==> run_1/clock_wires.png <==
Scale: 3 px per µm.
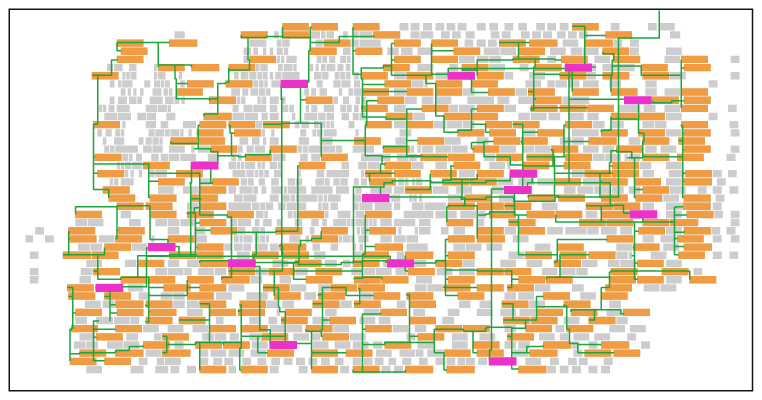
==> run_1/ff_map.png <==
Scale: 2 px per µm. Other sequential cells in the stronger gray, the rest of the logic in the fainter gray.
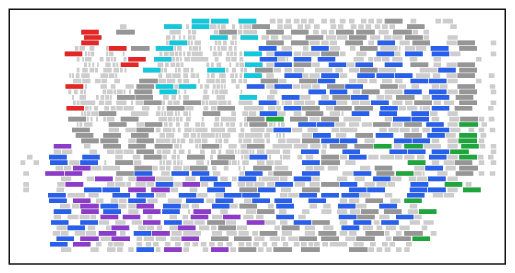
==> run_1/congestion_map.png <==
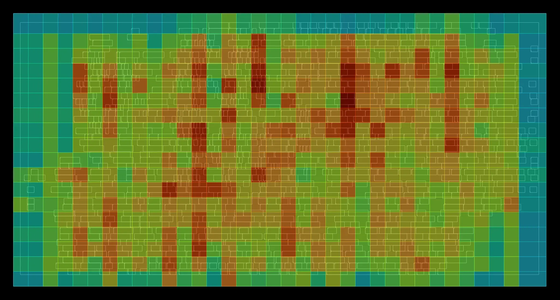
==> src/rtl/pulse_pkg.sv <==
// Frame layout, reset defaults and parameter bundle shared by the loader and the pulse sequencer.
package pulse_pkg;

  localparam logic [7:0] HEADER      = 8'hA5;
  localparam int         PAYLOAD_LEN = 18;

  localparam int OFF_PER      = 0;
  localparam int OFF_P1WID    = 4;
  localparam int OFF_DEL      = 6;
  localparam int OFF_P2WID    = 8;
  localparam int OFF_NUT_W    = 10;
  localparam int OFF_NUT_D    = 11;
  localparam int OFF_CP       = 13;
  localparam int OFF_P_BL     = 14;
  localparam int OFF_P_BL_OFF = 15;
  localparam int OFF_BL       = 17;

  localparam logic [31:0] D_PER      = 32'd4000;
  localparam logic [15:0] D_P1WID    = 16'd30;
  localparam logic [15:0] D_DEL      = 16'd200;
  localparam logic [15:0] D_P2WID    = 16'd60;
  localparam logic [7:0]  D_NUT_W    = 8'd0;
  localparam logic [15:0] D_NUT_D    = 16'd0;
  localparam logic [7:0]  D_CP       = 8'd1;
  localparam logic [7:0]  D_P_BL     = 8'd50;
  localparam logic [15:0] D_P_BL_OFF = 16'd100;
  localparam logic        D_BL       = 1'b1;

  typedef struct packed {
    logic [31:0] per;
    logic [15:0] p1wid;
    logic [15:0] del;
    logic [15:0] p2wid;
    logic [7:0]  nut_w;
    logic [15:0] nut_d;
    logic [7:0]  cp;
    logic [7:0]  p_bl;
    logic [15:0] p_bl_off;
    logic        bl;
  } pulse_params_t;

  localparam pulse_params_t PARAMS_DEFAULT = '{
    per:      D_PER,
    p1wid:    D_P1WID,
    del:      D_DEL,
    p2wid:    D_P2WID,
    nut_w:    D_NUT_W,
    nut_d:    D_NUT_D,
    cp:       D_CP,
    p_bl:     D_P_BL,
    p_bl_off: D_P_BL_OFF,
    bl:       D_BL
  };

  // Slot 0 is the first payload byte after the header.
  typedef logic [PAYLOAD_LEN-1:0][7:0] payload_t;

  function automatic pulse_params_t unpack_payload(input payload_t b);
    pulse_params_t p;
    logic unused_bl_bits;
    p.per      = {b[OFF_PER], b[OFF_PER+1], b[OFF_PER+2], b[OFF_PER+3]};
    p.p1wid    = {b[OFF_P1WID], b[OFF_P1WID+1]};
    p.del      = {b[OFF_DEL], b[OFF_DEL+1]};
    p.p2wid    = {b[OFF_P2WID], b[OFF_P2WID+1]};
    p.nut_w    = b[OFF_NUT_W];
    p.nut_d    = {b[OFF_NUT_D], b[OFF_NUT_D+1]};
    p.cp       = b[OFF_CP];
    p.p_bl     = b[OFF_P_BL];
    p.p_bl_off = {b[OFF_P_BL_OFF], b[OFF_P_BL_OFF+1]};
    p.bl       = b[OFF_BL][0];
    unused_bl_bits = ^b[OFF_BL][7:1];
    return p;
  endfunction

endpackage

==> src/rtl/pulse_param_loader_if.sv <==
// Serial input and committed parameter bank of the pulse parameter loader.
interface pulse_param_loader_if;
  logic        rxd;
  logic [31:0] per;
  logic [15:0] p1wid;
  logic [15:0] del;
  logic [15:0] p2wid;
  logic [7:0]  nut_w;
  logic [15:0] nut_d;
  logic [7:0]  cp;
  logic [7:0]  p_bl;
  logic [15:0] p_bl_off;
  logic        bl;
  logic        rx_done;
  logic        rx_err;

  modport master (
    input  rxd,
    output per, p1wid, del, p2wid, nut_w, nut_d, cp, p_bl, p_bl_off, bl,
    output rx_done, rx_err
  );

  modport slave (
    output rxd,
    input  per, p1wid, del, p2wid, nut_w, nut_d, cp, p_bl, p_bl_off, bl,
    input  rx_done, rx_err
  );
endinterface

==> src/rtl/uart_rx.sv <==
// 8N1 UART receiver: 2-flop synchronizer, start-bit glitch rejection, centre sampling.
//   state   | meaning
//   S_IDLE  | waiting for a falling edge on the synchronized line
//   S_START | counting to the start-bit centre, glitch check
//   S_DATA  | sampling 8 data bits LSB first
//   S_STOP  | sampling the stop bit, bad stop drops the byte
module uart_rx #(
  parameter int CLKS_PER_BIT = 434
) (
  input  logic       clk,
  input  logic       reset,
  input  logic       rxd,
  output logic       byte_valid,
  output logic [7:0] byte_data
);

  localparam int CW = $clog2(CLKS_PER_BIT);
  localparam logic [CW-1:0] BIT_END  = CW'(CLKS_PER_BIT - 1);
  localparam logic [CW-1:0] HALF_END = CW'(CLKS_PER_BIT / 2 - 1);

  localparam logic [1:0] S_IDLE  = 2'd0;
  localparam logic [1:0] S_START = 2'd1;
  localparam logic [1:0] S_DATA  = 2'd2;
  localparam logic [1:0] S_STOP  = 2'd3;

  logic          rxd_meta;
  logic          rxd_s;
  logic          rxd_q;
  logic [1:0]    state;
  logic [CW-1:0] cnt;
  logic [3:0]    bit_cnt;
  logic [7:0]    shreg;

  always_ff @(posedge clk or negedge reset) begin
    if (!reset) begin
      rxd_meta <= 1'b1;
      rxd_s    <= 1'b1;
      rxd_q    <= 1'b1;
    end else begin
      rxd_meta <= rxd;
      rxd_s    <= rxd_meta;
      rxd_q    <= rxd_s;
    end
  end

  always_ff @(posedge clk or negedge reset) begin
    if (!reset) begin
      state      <= S_IDLE;
      cnt        <= '0;
      bit_cnt    <= 4'd0;
      shreg      <= 8'd0;
      byte_valid <= 1'b0;
      byte_data  <= 8'd0;
    end else begin
      byte_valid <= 1'b0;
      case (state)
        S_IDLE: begin
          if (rxd_q && !rxd_s) begin
            state <= S_START;
            cnt   <= '0;
          end
        end
        S_START: begin
          if (cnt == HALF_END) begin
            cnt     <= '0;
            bit_cnt <= 4'd0;
            state   <= rxd_s ? S_IDLE : S_DATA;
          end else begin
            cnt <= cnt + 1'b1;
          end
        end
        S_DATA: begin
          if (cnt == BIT_END) begin
            cnt     <= '0;
            shreg   <= {rxd_s, shreg[7:1]};
            bit_cnt <= bit_cnt + 1'b1;
            if (bit_cnt == 4'd7) state <= S_STOP;
          end else begin
            cnt <= cnt + 1'b1;
          end
        end
        S_STOP: begin
          if (cnt == BIT_END) begin
            cnt   <= '0;
            state <= S_IDLE;
            if (rxd_s) begin
              byte_valid <= 1'b1;
              byte_data  <= shreg;
            end
          end else begin
            cnt <= cnt + 1'b1;
          end
        end
        default: state <= S_IDLE;
      endcase
    end
  end

endmodule

==> src/rtl/pulse_param_loader.sv <==
// Frames UART bytes into checksummed parameter packets and commits them atomically to the output bank.
//   state     | meaning
//   S_IDLE    | hunting for the header byte
//   S_PAYLOAD | filling shadow slots 0..17, accumulating the checksum
//   S_CHECK   | waiting for the checksum byte
//   S_COMMIT  | new bank visible, rx_done high for this cycle
module pulse_param_loader #(
  parameter int         CLKS_PER_BIT   = 434,
  parameter int         TIMEOUT_CYCLES = 500000,
  parameter logic [7:0] HEADER         = pulse_pkg::HEADER
) (
  input logic                  clk,
  input logic                  reset,
  pulse_param_loader_if.master bus
);
  import pulse_pkg::*;

  localparam logic [1:0] S_IDLE    = 2'd0;
  localparam logic [1:0] S_PAYLOAD = 2'd1;
  localparam logic [1:0] S_CHECK   = 2'd2;
  localparam logic [1:0] S_COMMIT  = 2'd3;

  localparam int GW = $clog2(TIMEOUT_CYCLES + 1);
  localparam logic [GW-1:0] GAP_END  = GW'(TIMEOUT_CYCLES);
  localparam logic [4:0]    LAST_IDX = 5'(PAYLOAD_LEN - 1);

  logic          byte_valid;
  logic [7:0]    byte_data;
  logic [1:0]    state;
  logic [4:0]    idx;
  logic [7:0]    sum;
  logic [GW-1:0] gap;
  logic          gap_hit;
  payload_t      shadow;
  pulse_params_t params;
  logic          rx_err;

  uart_rx #(
    .CLKS_PER_BIT(CLKS_PER_BIT)
  ) u_uart_rx (
    .clk       (clk),
    .reset     (reset),
    .rxd       (bus.rxd),
    .byte_valid(byte_valid),
    .byte_data (byte_data)
  );

  assign gap_hit = !byte_valid && (gap == GAP_END);

  always_ff @(posedge clk or negedge reset) begin
    if (!reset) begin
      state  <= S_IDLE;
      idx    <= 5'd0;
      sum    <= 8'd0;
      gap    <= '0;
      shadow <= '0;
      params <= PARAMS_DEFAULT;
      rx_err <= 1'b0;
    end else begin
      rx_err <= 1'b0;
      case (state)
        S_IDLE: begin
          if (byte_valid && byte_data == HEADER) begin
            state <= S_PAYLOAD;
            idx   <= 5'd0;
            sum   <= 8'd0;
            gap   <= '0;
          end
        end
        S_PAYLOAD: begin
          if (byte_valid) begin
            shadow[idx] <= byte_data;
            sum         <= sum + byte_data;
            idx         <= idx + 1'b1;
            gap         <= '0;
            if (idx == LAST_IDX) state <= S_CHECK;
          end else if (gap_hit) begin
            rx_err <= 1'b1;
            state  <= S_IDLE;
          end else begin
            gap <= gap + 1'b1;
          end
        end
        S_CHECK: begin
          if (byte_valid) begin
            if (byte_data == sum) begin
              // Bank is loaded on the edge into COMMIT so rx_done and the new values appear together.
              params <= unpack_payload(shadow);
              state  <= S_COMMIT;
            end else begin
              rx_err <= 1'b1;
              state  <= S_IDLE;
            end
          end else if (gap_hit) begin
            rx_err <= 1'b1;
            state  <= S_IDLE;
          end else begin
            gap <= gap + 1'b1;
          end
        end
        S_COMMIT: state <= S_IDLE;
        default:  state <= S_IDLE;
      endcase
    end
  end

  assign bus.rx_done  = (state == S_COMMIT);
  assign bus.rx_err   = rx_err;
  assign bus.per      = params.per;
  assign bus.p1wid    = params.p1wid;
  assign bus.del      = params.del;
  assign bus.p2wid    = params.p2wid;
  assign bus.nut_w    = params.nut_w;
  assign bus.nut_d    = params.nut_d;
  assign bus.cp       = params.cp;
  assign bus.p_bl     = params.p_bl;
  assign bus.p_bl_off = params.p_bl_off;
  assign bus.bl       = params.bl;

endmodule

==> src/flat_wrapper.sv <==
// flat-port wrapper written by rule: the top's interface ports become plain ports
module pulse_param_loader_flat import pulse_pkg::*;
#(
  parameter int         CLKS_PER_BIT   = 434,
  parameter int         TIMEOUT_CYCLES = 500000,
  parameter logic [7:0] HEADER         = pulse_pkg::HEADER
)
  (clk, reset, bus_rxd, bus_per, bus_p1wid, bus_del, bus_p2wid, bus_nut_w, bus_nut_d, bus_cp, bus_p_bl, bus_p_bl_off, bus_bl, bus_rx_done, bus_rx_err);
  pulse_param_loader_if bus_i ();
  input logic clk;
  input logic reset;
  input wire logic [$bits(bus_i.rxd)-1:0] bus_rxd;
  output wire logic [$bits(bus_i.per)-1:0] bus_per;
  output wire logic [$bits(bus_i.p1wid)-1:0] bus_p1wid;
  output wire logic [$bits(bus_i.del)-1:0] bus_del;
  output wire logic [$bits(bus_i.p2wid)-1:0] bus_p2wid;
  output wire logic [$bits(bus_i.nut_w)-1:0] bus_nut_w;
  output wire logic [$bits(bus_i.nut_d)-1:0] bus_nut_d;
  output wire logic [$bits(bus_i.cp)-1:0] bus_cp;
  output wire logic [$bits(bus_i.p_bl)-1:0] bus_p_bl;
  output wire logic [$bits(bus_i.p_bl_off)-1:0] bus_p_bl_off;
  output wire logic [$bits(bus_i.bl)-1:0] bus_bl;
  output wire logic [$bits(bus_i.rx_done)-1:0] bus_rx_done;
  output wire logic [$bits(bus_i.rx_err)-1:0] bus_rx_err;
  assign bus_i.rxd = bus_rxd;
  assign bus_per = bus_i.per;
  assign bus_p1wid = bus_i.p1wid;
  assign bus_del = bus_i.del;
  assign bus_p2wid = bus_i.p2wid;
  assign bus_nut_w = bus_i.nut_w;
  assign bus_nut_d = bus_i.nut_d;
  assign bus_cp = bus_i.cp;
  assign bus_p_bl = bus_i.p_bl;
  assign bus_p_bl_off = bus_i.p_bl_off;
  assign bus_bl = bus_i.bl;
  assign bus_rx_done = bus_i.rx_done;
  assign bus_rx_err = bus_i.rx_err;
  pulse_param_loader #(.CLKS_PER_BIT(CLKS_PER_BIT), .TIMEOUT_CYCLES(TIMEOUT_CYCLES), .HEADER(HEADER)) u_core (.clk(clk), .reset(reset), .bus(bus_i));
endmodule
==> config.mk <==
export PLATFORM = sky130hd
export DESIGN_NAME = pulse_param_loader_flat
export DESIGN_NICKNAME = d
export VERILOG_FILES = /design/src/rtl/pulse_pkg.sv /design/src/rtl/pulse_param_loader_if.sv /design/src/rtl/uart_rx.sv /design/src/rtl/pulse_param_loader.sv /design/src/flat_wrapper.sv
export SDC_FILE = /design/constraint.sdc
export NUM_CORES = 1
export LEC_CHECK = 0
export CORE_ASPECT_RATIO = 0.5
export CORE_MARGIN = 3
export CORE_UTILIZATION = 52
export CTS_CLUSTER_DIAMETER = 100
export CTS_CLUSTER_SIZE = 30
export DETAILED_ROUTE_END_ITERATION = 16
export PLACE_DENSITY = 0.76
export SLEW_MARGIN = 20
export SYNTH_ARGS = -nofsm -noshare
export SYNTH_HDL_FRONTEND = slang
export SYNTH_HIERARCHICAL = 1
export SYNTH_SLANG_ARGS = --single-unit
export TNS_END_PERCENT = 10
==> constraint.sdc <==
create_clock -name clk -period 2.33 [get_ports clk]
set_clock_uncertainty 0.05 [all_clocks]
set_input_delay 0.5825 -clock clk [delete_from_list [all_inputs] [get_ports clk]]
set_output_delay 0.5825 -clock clk [all_outputs]
set_load 0.05 [all_outputs]
==> impl_metrics.py, run 1 <==
# Flow results
metrics = {
    "routing": {
        "met2WireLength_um": 15200,
        "wl_met3_um": 1040,
        "antenna_left": 0,
        "drt-met1-wl_um": 14400,
        "drc": 0,
        "drt_wl_total_um": 31200,
        "viasPerCell": 5.51,
        "dr_total_vias": 8607,
        "drtPass1Iterations": 4,
        "top_layer_used": "met4",
        "drt_iter0_drc": 493,
    },
    "cts": {
        "clk-insertion-delay-late_ns": 0.52,
        "postCtsResizedCells": 123,
        "htree_levels": 1,
        "cts_num_sinks": 344,
        "clk_pin_slew_worst_paths_ns": 0.12,
        "cts-root-buf": "clkbuf_16",
        "hold_buffers": 1,
        "cts_setup_buffers": 0,
        "cts_tree": "yes",
        "cts_buffers": 15,
        "clock_path_buffers": 3,
    },
    "worst_setup_path": {
        "required_ns": 2.68,
        "path_class": "flop to flop",
        "worstPathArrival_ns": 2.64,
        "r2r_slack_ns": 0.04,
        "start_kind": "flop",
        "worst_setup_path_end_kind": "flop",
        "crit_fanout": 43,
    },
    "final_layout": {
        "largest_register_ffs": 137,
        "lay_top_cells": "dfrtp_1, mux2_4, mux2_2",
        "stdcell_count": 1563,
        "top_register": "u_core/shadow",
        "area_growth_pct": 15.5,
        "layout_top_cell": "dfrtp_1",
        "diodes": 0,
        "fin_nets": 1199,
        "drive_gt1_share_pct": 36.3,
    },
    "logic_synthesis": {
        "syn_inst": 1007,
        "synth-edff-count": 0,
        "synthMuxAreaShare_pct": 25.6,
        "flop_cell": "dfrtp_1",
        "ys_cells": 1007,
        "synth_cell_type_count": 72,
        "yosysWarnings": 6,
        "synth.largest_area_cell": "dfrtp_1",
        "ys_top_logic_family": "multiplexers",
        "syn_area_um2": 15100,
        "synth-compound-area-share_pct": 4.69,
        "fp_nets": 1033,
        "synthDominantCellAreaShare_pct": 52.3,
        "ys_sh_adder_pct": 1.95,
        "topCellsByArea": "dfrtp_1, mux2_4, mux2_2",
        "yosys.area_share.simple_pct": 6.76,
        "ys_area_um2": 15100,
        "ys_async_sr_fraction_pct": 100,
        "ys_sh_xor_pct": 0.637,
        "ys_ff": 344,
        "ys_seq_share_pct": 57.1,
        "syn_area_per_cell_um2": 15.0,
    },
    "power": {
        "maxPowerGroup": "registers",
        "pwr.group.clock_mw": 3.08,
        "power_leakage_nw": 9.56,
        "total_power_mw": 9.62,
        "power.internal_mw": 7.42,
        "vdd_drop_max_v": 0.000395,
        "netSwitchingFraction_pct": 22.8,
        "combPwrFrac_pct": 4.4,
        "seqPwrFrac_pct": 63.6,
        "pwr-share-clk_pct": 32.0,
        "p_switching_mw": 2.20,
        "comb_cell_power_mw": 0.424,
        "powerDensity_nw_per_um2": 550,
    },
    "place": {
        "portBuffers": 141,
        "hpwl_um": 20700,
        "place_congestion": 0.814,
        "dp.cells": 1532,
    },
    "floorplanning": {
        "fp_util_pct": 53.8,
        "pin_count": 142,
        "chipArea_um2": 31300,
        "fp.dieH_um": 127,
        "rows": 43,
        "dieWidth_um": 247,
        "core-area_um2": 28100,
    },
    "timing": {
        "slew_violations": 0,
        "relSlewSlack_pct": 52.4,
        "hold_slack_ns": 0.315,
        "fin_crit_sh_pct": 98.1,
        "tightest_slew_ns": 0.715,
        "setup_violations": 0,
        "max_freq_ghz": 0.438,
        "finalHoldViolCount": 0,
        "rsz0062_at_grt": "true",
        "fin_crit_ns": 2.29,
    },
    "status": {
        "status": "finished clean",
    },
    "grt": {
        "grt_max_degree": 62,
        "grt_pass1_vias": 9045,
        "top_usage_layer": "met2",
        "antenna_found_initial": 0,
        "grt_pass1_wl_um": 50000,
        "gr-total-overflow": 0,
    },
    "run": {
        "max_cap_viol_count": 0,
        "warning_count": 37,
    },
    "worst_hold_path": {
        "hold_class": "flop to flop",
    },
}
-- clock_wires.png (at the start) --
Key: clock-net drivers = magenta [count 15]; flip-flops = orange [count 344]; clock wires = green [length 3570 µm]
Position of the flops: all over the die.

-- ff_map.png (at the start) --
Key: `u_core/shadow` = blue [flops 137, where all over the die]; `u_core/bus.per` = purple [flops 32, where lower left]; `u_core/u_uart_rx/cnt` = red [flops 9, where upper left]; `u_core/gap` = cyan [flops 19, where top center]; `u_core/bus.p2wid` = green [flops 16, where middle right]
flop share of the area: 49.4%
Flop area: 8640 µm²
sequential power: 6.12 mW
final core utilization: 62.1%

-- congestion_map.png (at the start) --
Global Route Usage Sum: 19.9%
grt met2 use: 33.3%
GR Util met1: 28.5%
WL/cell: 20.0 µm
GRT met3 Usage: 2.62%

run 1: worst max-delay path, stage by stage (launching register included):
cell and delay (ns):
dfrtp_1 0.42, ha_1 0.33, nor4_4 0.32, and3_4 0.25, nand3_4 0.07, buf_12 0.16, buf_12 0.21, mux2_4 0.33
run 1: metrics by stage:
| stage | instance area (µm²) | worst slack, ns | util (%) | setup TNS [ns] |
|---|---|---|---|---|
| 2_1_floorplan | 15100 | 0.101 | - | 0 |
| 3_5_place_dp | 17000 | 0.0596 | 60.5 | 0 |
| 4_1_cts | 17300 | 0.00252 | 61.5 | 0 |
| 3_3_place_gp | 17000 | 0.0887 | 60.5 | 0 |
| 5_1_grt | 17500 | -0.0927 | 62.1 | -4.33 |
| 6_report | 17500 | 0.0449 | 62.1 | 0 |
run 1: synth_stat cells (all sizes together) (8+ instances only):
master  number
mux2       291
nand2       56
nor3        11
dfstp       28
o21ai       38
ha          22
a21oi       20
nand3       15
o31ai       12
nor2        21
nand4       10
dfrtp      316
inv         19
nand2b       8
clkbuf      17
buf         26
run 1: final timing paths:
path,startpoint,endpoint,cells after the start
setup / recovery,u_core/sum[3],u_core/bus.nut_w[4],7
hold / removal,u_core/u_uart_rx/rxd_meta,u_core/u_uart_rx/rxd_s,0
setup reg to reg,u_core/sum[3],u_core/bus.nut_w[4],7
hold reg to reg,u_core/u_uart_rx/rxd_meta,u_core/u_uart_rx/rxd_s,0
max in group asynchronous,reset,u_core/bus.p1wid[2],3
min in group asynchronous,reset,u_core/bus.p_bl[6],2
run 1: final cells by class:
cell class | count | area [µm²]
Clock inverter | 1 | 16.3
Multi-Input combinational cell | 601 | 6030
Clock buffer | 24 | 409
Fill cell | 2066 | 10700
Tap cell | 382 | 478
Timing Repair Buffer | 192 | 1830
Inverter | 19 | 71.3
Sequential cell | 344 | 8640
==> run_1/floorplan.png <==
Scale: 2 px per µm. Pins as bars on the die edge.
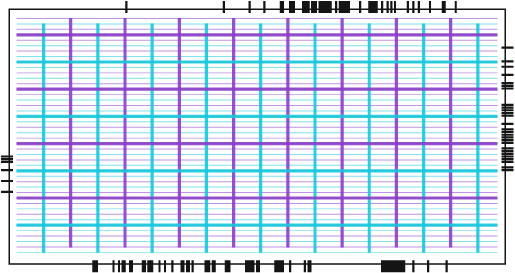

==> run 2, diff against run 1 <==
--- a/config.mk
+++ b/config.mk
@@ -5,13 +5,14 @@
 export SDC_FILE = /design/constraint.sdc
 export NUM_CORES = 1
 export LEC_CHECK = 0
-export CORE_ASPECT_RATIO = 0.5
+export CELL_PAD_IN_SITES_DETAIL_PLACEMENT = 1
+export CELL_PAD_IN_SITES_GLOBAL_PLACEMENT = 1
 export CORE_MARGIN = 3
-export CORE_UTILIZATION = 52
+export CORE_UTILIZATION = 44
 export CTS_CLUSTER_DIAMETER = 100
 export CTS_CLUSTER_SIZE = 30
 export DETAILED_ROUTE_END_ITERATION = 16
-export PLACE_DENSITY = 0.76
+export PLACE_DENSITY_LB_ADDON = 0.1
 export SLEW_MARGIN = 20
 export SYNTH_ARGS = -nofsm -noshare
 export SYNTH_HDL_FRONTEND = slang
==> run_2/floorplan.png <==
Scale: 2 px per µm. Pins as bars on the die edge.
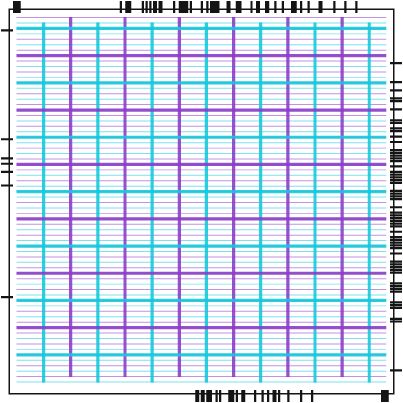
Key: VSS = cyan; VDD = purple
The core has 67 rows. 13 straps on met4. 13 straps on met5. 68 met1 rails follow the rows.

==> run 2 against run 1 <==
- die area increased by 17%
- final area grew 1.4%
- combinational power grew 5.9%
- synthesized cell count unchanged
- sequential share of layout area down 0.66 points
- clock-buffer cell count is the same
- via count up 0.35%
- synthesized area did not move
- global-route usage decreased by 1.6 points
- wire length up 9.3%
- critical endpoint is now u_core/bus.nut_d[1]
- critical path depth rose by 1
- worst setup slack better by 0.013 ns
==> impl_metrics.py, run 2 <==
# Flow results
metrics = {
    "status": {
        "status": "finished clean",
    },
    "place": {
        "dp.cells": 1613,
        "portBuffers": 141,
        "place_congestion": 0.734,
        "hpwl_um": 22400,
    },
    "final_layout": {
        "largest_register_ffs": 137,
        "fin_nets": 1218,
        "drive_gt1_share_pct": 37.6,
        "area_growth_pct": 17.1,
        "layout_top_cell": "dfrtp_1",
        "top_register": "u_core/shadow",
        "lay_top_cells": "dfrtp_1, mux2_4, mux2_2",
        "stdcell_count": 1650,
    },
    "cts": {
        "htree_levels": 1,
        "cts_num_sinks": 344,
        "cts_buffers": 15,
        "cts-root-buf": "clkbuf_16",
        "cts_tree": "yes",
        "clk-insertion-delay-late_ns": 0.52,
        "hold_buffers": 1,
        "postCtsResizedCells": 124,
        "clock_path_buffers": 3,
        "cts_setup_buffers": 0,
        "clk_pin_slew_worst_paths_ns": 0.11,
    },
    "logic_synthesis": {
        "syn_area_per_cell_um2": 15.0,
        "synthMuxAreaShare_pct": 25.6,
        "synth.largest_area_cell": "dfrtp_1",
        "synth-compound-area-share_pct": 4.69,
        "ys_ff": 344,
        "ys_sh_xor_pct": 0.637,
        "flop_cell": "dfrtp_1",
        "ys_area_um2": 15100,
        "syn_inst": 1007,
        "ys_async_sr_fraction_pct": 100,
        "ys_top_logic_family": "multiplexers",
        "fp_nets": 1033,
        "ys_cells": 1007,
        "common_cells": "dfrtp_1, mux2_4, mux2_2",
        "yosys.area_share.simple_pct": 6.76,
        "synthDominantCellAreaShare_pct": 52.3,
        "synth-edff-count": 0,
        "topCellsByArea": "dfrtp_1, mux2_4, mux2_2",
        "synth_cell_type_count": 72,
        "ys_sh_adder_pct": 1.95,
        "yosysWarnings": 6,
        "syn_area_um2": 15100,
        "ys_seq_share_pct": 57.1,
        "synth_dominant_cell_count": "dfrtp_1",
    },
    "worst_setup_path": {
        "path_cells": "ha_1 > nor3_2 > buf_4 > and3_4 > nand3_4 > buf_4 > buf_12 > mux2_4",
        "crit_path_max_incr_delay_ns": 0.43,
        "r2r_slack_ns": 0.06,
        "crit_top_cell": "buf_4",
        "worst_setup_path_end_kind": "flop",
        "required_ns": 2.69,
        "crit_fanout": 37,
        "crit_buf_inv": 3,
        "path_class": "flop to flop",
        "worstPathArrival_ns": 2.63,
        "cpLargestDelayFamily": "buffers and inverters",
        "start_kind": "flop",
        "slowest_stage": "dfrtp_1",
    },
    "floorplanning": {
        "fp.dieH_um": 191,
        "pin_count": 142,
        "rows": 67,
        "core-area_um2": 33700,
        "fp_util_pct": 44.9,
        "chipArea_um2": 36700,
        "dieWidth_um": 191,
    },
    "power": {
        "seq_power_mw": 6.12,
        "total_power_mw": 9.70,
        "p_switching_mw": 2.25,
        "pwr-share-clk_pct": 32.3,
        "netSwitchingFraction_pct": 23.2,
        "pwr.group.clock_mw": 3.13,
        "comb_cell_power_mw": 0.449,
        "vdd_drop_max_v": 0.000528,
        "combPwrFrac_pct": 4.6,
        "power.internal_mw": 7.45,
        "powerDensity_nw_per_um2": 547,
        "power_leakage_nw": 9.59,
        "seqPwrFrac_pct": 63.1,
        "maxPowerGroup": "registers",
    },
    "worst_hold_path": {
        "hold_class": "flop to flop",
    },
    "timing": {
        "slew_violations": 0,
        "setup_violations": 0,
        "fin_crit_sh_pct": 97.5,
        "tightest_slew_ns": 0.555,
        "max_freq_ghz": 0.440,
        "finalHoldViolCount": 0,
        "relSlewSlack_pct": 62.8,
        "fin_crit_ns": 2.27,
        "hold_slack_ns": 0.311,
    },
    "run": {
        "max_cap_viol_count": 0,
        "warning_count": 36,
    },
    "grt": {
        "grt_pass1_vias": 9056,
        "grt_max_degree": 70,
        "grt_pass1_wl_um": 53300,
        "gr-total-overflow": 0,
        "grt_util_all_layers_pct": 18.3,
        "antenna_found_initial": 1,
    },
    "routing": {
        "drt_iter0_drc": 319,
        "dr_total_vias": 8637,
        "drtPass1Iterations": 4,
        "drt_wl_total_um": 34100,
        "drc": 0,
        "viasPerCell": 5.23,
        "antenna_left": 0,
        "routedWlPerCell_um": 20.7,
    },
}
==> run 2: cell counts after synthesis <==
No cell type changed its count.
==> run 2: layout make-up <==
| type | count | area, µm² |
|---|---|---|
| Multi-Input combinational cell | 601 | 6030 |
| Clock inverter | 2 | 25.0 |
| Clock buffer | 24 | 409 |
| Antenna cell | 1 | 2.50 |
| Sequential cell | 344 | 8640 |
| Tap cell | 448 | 561 |
| Fill cell | 3355 | 16000 |
| Timing Repair Buffer | 211 | 1970 |
| Inverter | 19 | 71.3 |
==> run 2: layer usage <==
| metal | vias up | global-route usage, % | part of all wire, % |
|---|---|---|---|
| li1 | 3972 | - | - |
| met1 | 4543 | 26.6 | 48 |
| met2 | 97 | 30.7 | 48 |
| met3 | 25 | 1.78 | 2.5 |
| met4 | 0 | 2.88 | 1.2 |
| met5 | - | 0 | 0 |
==> run 2: through the flow <==
stage	util [%]	area (µm²)	TNS, ns	setup WS, ns
finish	52.6	17700	0	0.0579
global route	52.6	17700	-0.241	-0.0159
CTS	52.0	17500	0	0.0178
detailed placement	51.2	17200	0	0.0384
global placement	51.2	17200	0	0.0303
floorplan	-	15100	0	0.101
==> run 2: worst paths after layout <==
| kind | startpoint | end | cells past startpoint |
|---|---|---|---|
| worst max-delay path | u_core/u_uart_rx/byte_data[4] | u_core/bus.nut_d[1] | 8 |
| worst min-delay path | u_core/u_uart_rx/rxd_meta | u_core/u_uart_rx/rxd_s | 0 |
| worst max register to register | u_core/u_uart_rx/byte_data[4] | u_core/bus.nut_d[1] | 8 |
| worst min register to register | u_core/u_uart_rx/rxd_meta | u_core/u_uart_rx/rxd_s | 0 |
| max in group asynchronous | reset | u_core/bus.p_bl[4] | 4 |
| min in group asynchronous | reset | u_core/shadow[10] | 2 |
==> run_2/class_map.png <==
Scale: 2 px per µm. Fill, decap, tap and diode cells in gray.
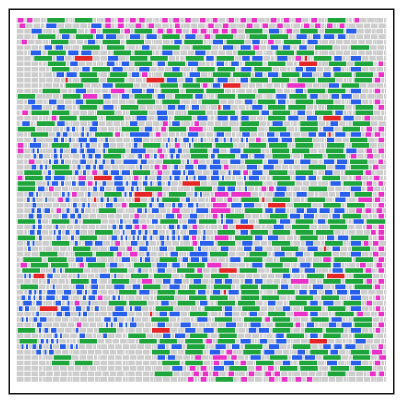

==> run 3, diff against run 2 <==
--- a/config.mk
+++ b/config.mk
@@ -12,8 +12,8 @@
 export CTS_CLUSTER_DIAMETER = 100
 export CTS_CLUSTER_SIZE = 30
 export DETAILED_ROUTE_END_ITERATION = 16
+export GPL_TIMING_DRIVEN = 0
 export PLACE_DENSITY_LB_ADDON = 0.1
-export SLEW_MARGIN = 20
 export SYNTH_ARGS = -nofsm -noshare
 export SYNTH_HDL_FRONTEND = slang
 export SYNTH_HIERARCHICAL = 1
==> run_3/class_map.png <==
Scale: 2 px per µm. Fill, decap, tap and diode cells in gray.
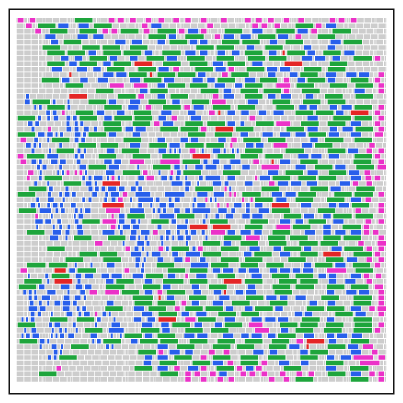
Key: registers = green [cells 344, share of their area 50%]; remaining buffers and delay cells = magenta [cells 203, share of their area 11%]; clock drivers and dummy loads = red [cells 25, share of their area 2.6%]; remaining logic cells = blue [cells 620, share of their area 36%]

==> run 3 against run 2 <==
- critical path type unchanged
- wire length increased by 1.0%
- synthesized area is the same
- final area is 0.54% higher
- utilization rose by 0.29 points
- critical endpoint is now u_core/shadow[85]
- largest power group unchanged
- worst hold slack gained 0.0028 ns
- final cell count fell by 0.61%
- clock power rose by 3%
- synthesized cell count unchanged
- die area unchanged
- clock-buffer cell count fell by 1
==> impl_metrics.py, run 3 <==
# Flow results
metrics = {
    "place": {
        "dp.cells": 1599,
        "portBuffers": 141,
        "dpl_cell_area_um2": 17200,
        "hpwl_um": 22600,
        "place_congestion": 0.755,
    },
    "logic_synthesis": {
        "ys_sh_xor_pct": 0.637,
        "common_cells": "dfrtp_1, mux2_4, mux2_2",
        "ys_top_logic_family": "multiplexers",
        "syn_area_um2": 15100,
        "yosysWarnings": 6,
        "synth-edff-count": 0,
        "synth_dominant_cell_count": "dfrtp_1",
        "ys_sh_adder_pct": 1.95,
        "flop_cell": "dfrtp_1",
        "fp_nets": 1033,
        "ys_async_sr_fraction_pct": 100,
        "syn_area_per_cell_um2": 15.0,
        "syn_inst": 1007,
        "yosys.area_share.simple_pct": 6.76,
        "ys_ff": 344,
        "synthMuxAreaShare_pct": 25.6,
        "synth-compound-area-share_pct": 4.69,
        "synth.largest_area_cell": "dfrtp_1",
        "synthDominantCellAreaShare_pct": 52.3,
        "topCellsByArea": "dfrtp_1, mux2_4, mux2_2",
        "synth_cell_type_count": 72,
        "ys_area_um2": 15100,
        "ys_cells": 1007,
        "ys_seq_share_pct": 57.1,
    },
    "cts": {
        "clock_path_buffers": 3,
        "clk-insertion-delay-late_ns": 0.51,
        "cts_tree": "yes",
        "cts-root-buf": "clkbuf_16",
        "cts_num_sinks": 344,
        "htree_levels": 1,
        "cts_buffers": 15,
        "clk_pin_slew_worst_paths_ns": 0.12,
    },
    "worst_setup_path": {
        "crit_fanout": 8,
        "required_ns": 2.69,
        "endpoint": "u_core/shadow[85]",
        "worst_setup_path_end_kind": "flop",
        "r2r_slack_ns": 0.04,
        "worstPathArrival_ns": 2.65,
        "path_class": "flop to flop",
        "worstReg2RegStart": "u_core/state[1]",
        "crit_start": "u_core/state[1]",
        "ff2ff_path_depth": 6,
        "timing.rr.end": "u_core/shadow[85]",
        "start_kind": "flop",
    },
    "final_layout": {
        "diodes": 0,
        "seq_area_share_pct": 48.6,
        "comb.multi_input.count": 601,
        "fin_nets": 1210,
        "area_growth_pct": 17.7,
        "drive_gt1_share_pct": 36.6,
        "lay_top_cells": "dfrtp_1, mux2_4, mux2_2",
        "logic_area_um2": 6110,
        "n_fill_cell": 3321,
        "clock_area_share_pct": 2.54,
        "final-nonclk-buf-share_pct": 11.0,
        "stdcell_count": 1640,
        "seq_cells": 344,
        "final-seq-area_um2": 8660,
        "top_register": "u_core/shadow",
        "largest_register_ffs": 137,
        "layout_top_cell": "dfrtp_1",
        "largestClassByArea": "sequential cells",
        "num-clock-buffers": 23,
        "comb_share_pct": 34.3,
        "fin_area_um2": 17800,
        "non_clock_buffer_count": 203,
        "num-nonclk-inverters": 19,
    },
    "timing": {
        "finalHoldViolCount": 0,
        "fin_crit_sh_pct": 98.5,
        "setup_violations": 0,
        "tightest_slew_ns": 0.943,
        "slew_violations": 0,
        "rsz0062_at_grt": "true",
        "fin_crit_ns": 2.29,
        "relSlewSlack_pct": 37.1,
        "max_freq_ghz": 0.436,
    },
    "power": {
        "powerDensity_nw_per_um2": 548,
        "power_leakage_nw": 9.64,
        "vdd_drop_max_v": 0.000554,
    },
    "routing": {
        "viasPerCell": 5.28,
        "antenna_left": 0,
        "drc": 0,
        "drt_iter0_drc": 327,
        "dr_total_vias": 8665,
        "routedWlPerCell_um": 21.0,
        "drtPass1Iterations": 4,
        "drt_wl_total_um": 34400,
    },
    "grt": {
        "grt_max_degree": 114,
        "grt_pass1_wl_um": 53700,
        "grt_util_all_layers_pct": 18.7,
        "antenna_found_initial": 0,
        "gr-total-overflow": 0,
        "grt_pass1_vias": 9043,
    },
    "worst_hold_path": {
        "worstHoldEndpoint": "u_core/u_uart_rx/rxd_s",
        "min_from": "u_core/u_uart_rx/rxd_meta",
        "hold_class": "flop to flop",
        "min_path_cells": 0,
    },
    "run": {
        "max_cap_viol_count": 0,
        "warning_count": 43,
    },
    "floorplanning": {
        "dieWidth_um": 191,
        "chipArea_um2": 36700,
        "pin_count": 142,
        "nWellTaps": 448,
        "rows": 67,
        "fp_util_pct": 44.9,
        "fp.dieH_um": 191,
        "core-area_um2": 33700,
    },
    "status": {
        "status": "finished clean",
    },
}
run 3: cell counts after synthesis:
No cell type changed its count.
run 3: kinds of logic after synthesis:
kind of cell,count (synthesis)
and+or+nand+nor,164
adders and majority gates,23
muxes,294
xor gates and xnor gates,11
DFF,344
AOI/OAI and AO/OA,109
buffers and inverters,62
run 3: critical path, stage by stage, from the launching register on:
cell and delay [ns]:
dfrtp_1 0.42, inv_1 0.13, ha_2 0.27, nand2_1 0.22, nor3_2 0.36, nand2_1 0.35, mux2_2 0.38
run 3: routing by layer:
| layer | wire, µm | share of wire [%] | track usage [%] | vias up |
|---|---|---|---|---|
| met1 | 16600 | 48 | 27.8 | 4588 |
| met5 | 0 | 0 | 0 | - |
| met2 | 16600 | 48 | 30.4 | 101 |
| li1 | - | - | - | 3951 |
| met4 | 402 | 1.2 | 2.94 | 0 |
| met3 | 864 | 2.5 | 1.69 | 25 |
run 3: per-stage QoR:
step           hold slack [ns]  util (%)  power (mW)   TNS, ns  setup slack, ns
6_report                 0.314      52.9        9.76         0           0.0354
3_5_place_dp             0.298      51.0        6.65    -66.41           -0.464
2_1_floorplan            0.237         -        6.42         0            0.101
4_1_cts                  0.314      52.5        9.91    -0.682          -0.0616
5_1_grt                  0.322      52.9        10.2     -1.98          -0.0793
3_3_place_gp             0.298      50.8        6.63  -4967.77           -14.68
run 3: report_power, final:
part           total [mW]  internal (mW)  switching (mW)
sequential           6.10           6.03          0.0710
combinational       0.436          0.134           0.303
clock                3.23           1.35            1.87
total                9.76           7.51            2.25
run 3: repair_timing:
| item | 4_1_cts | 5_1_grt |
|---|---|---|
| resized | 159 | 25 |
| hold endpoints to repair | 17 | 0 |
| hold buffers | 2 | 0 |
| setup buffers | 13 | 0 |
| pin swaps | 2 | 1 |
| cloned | 1 | 1 |
| endpoints found under the setup margin | 359 | 340 |
Power is estimated from default activity; no workload was simulated.
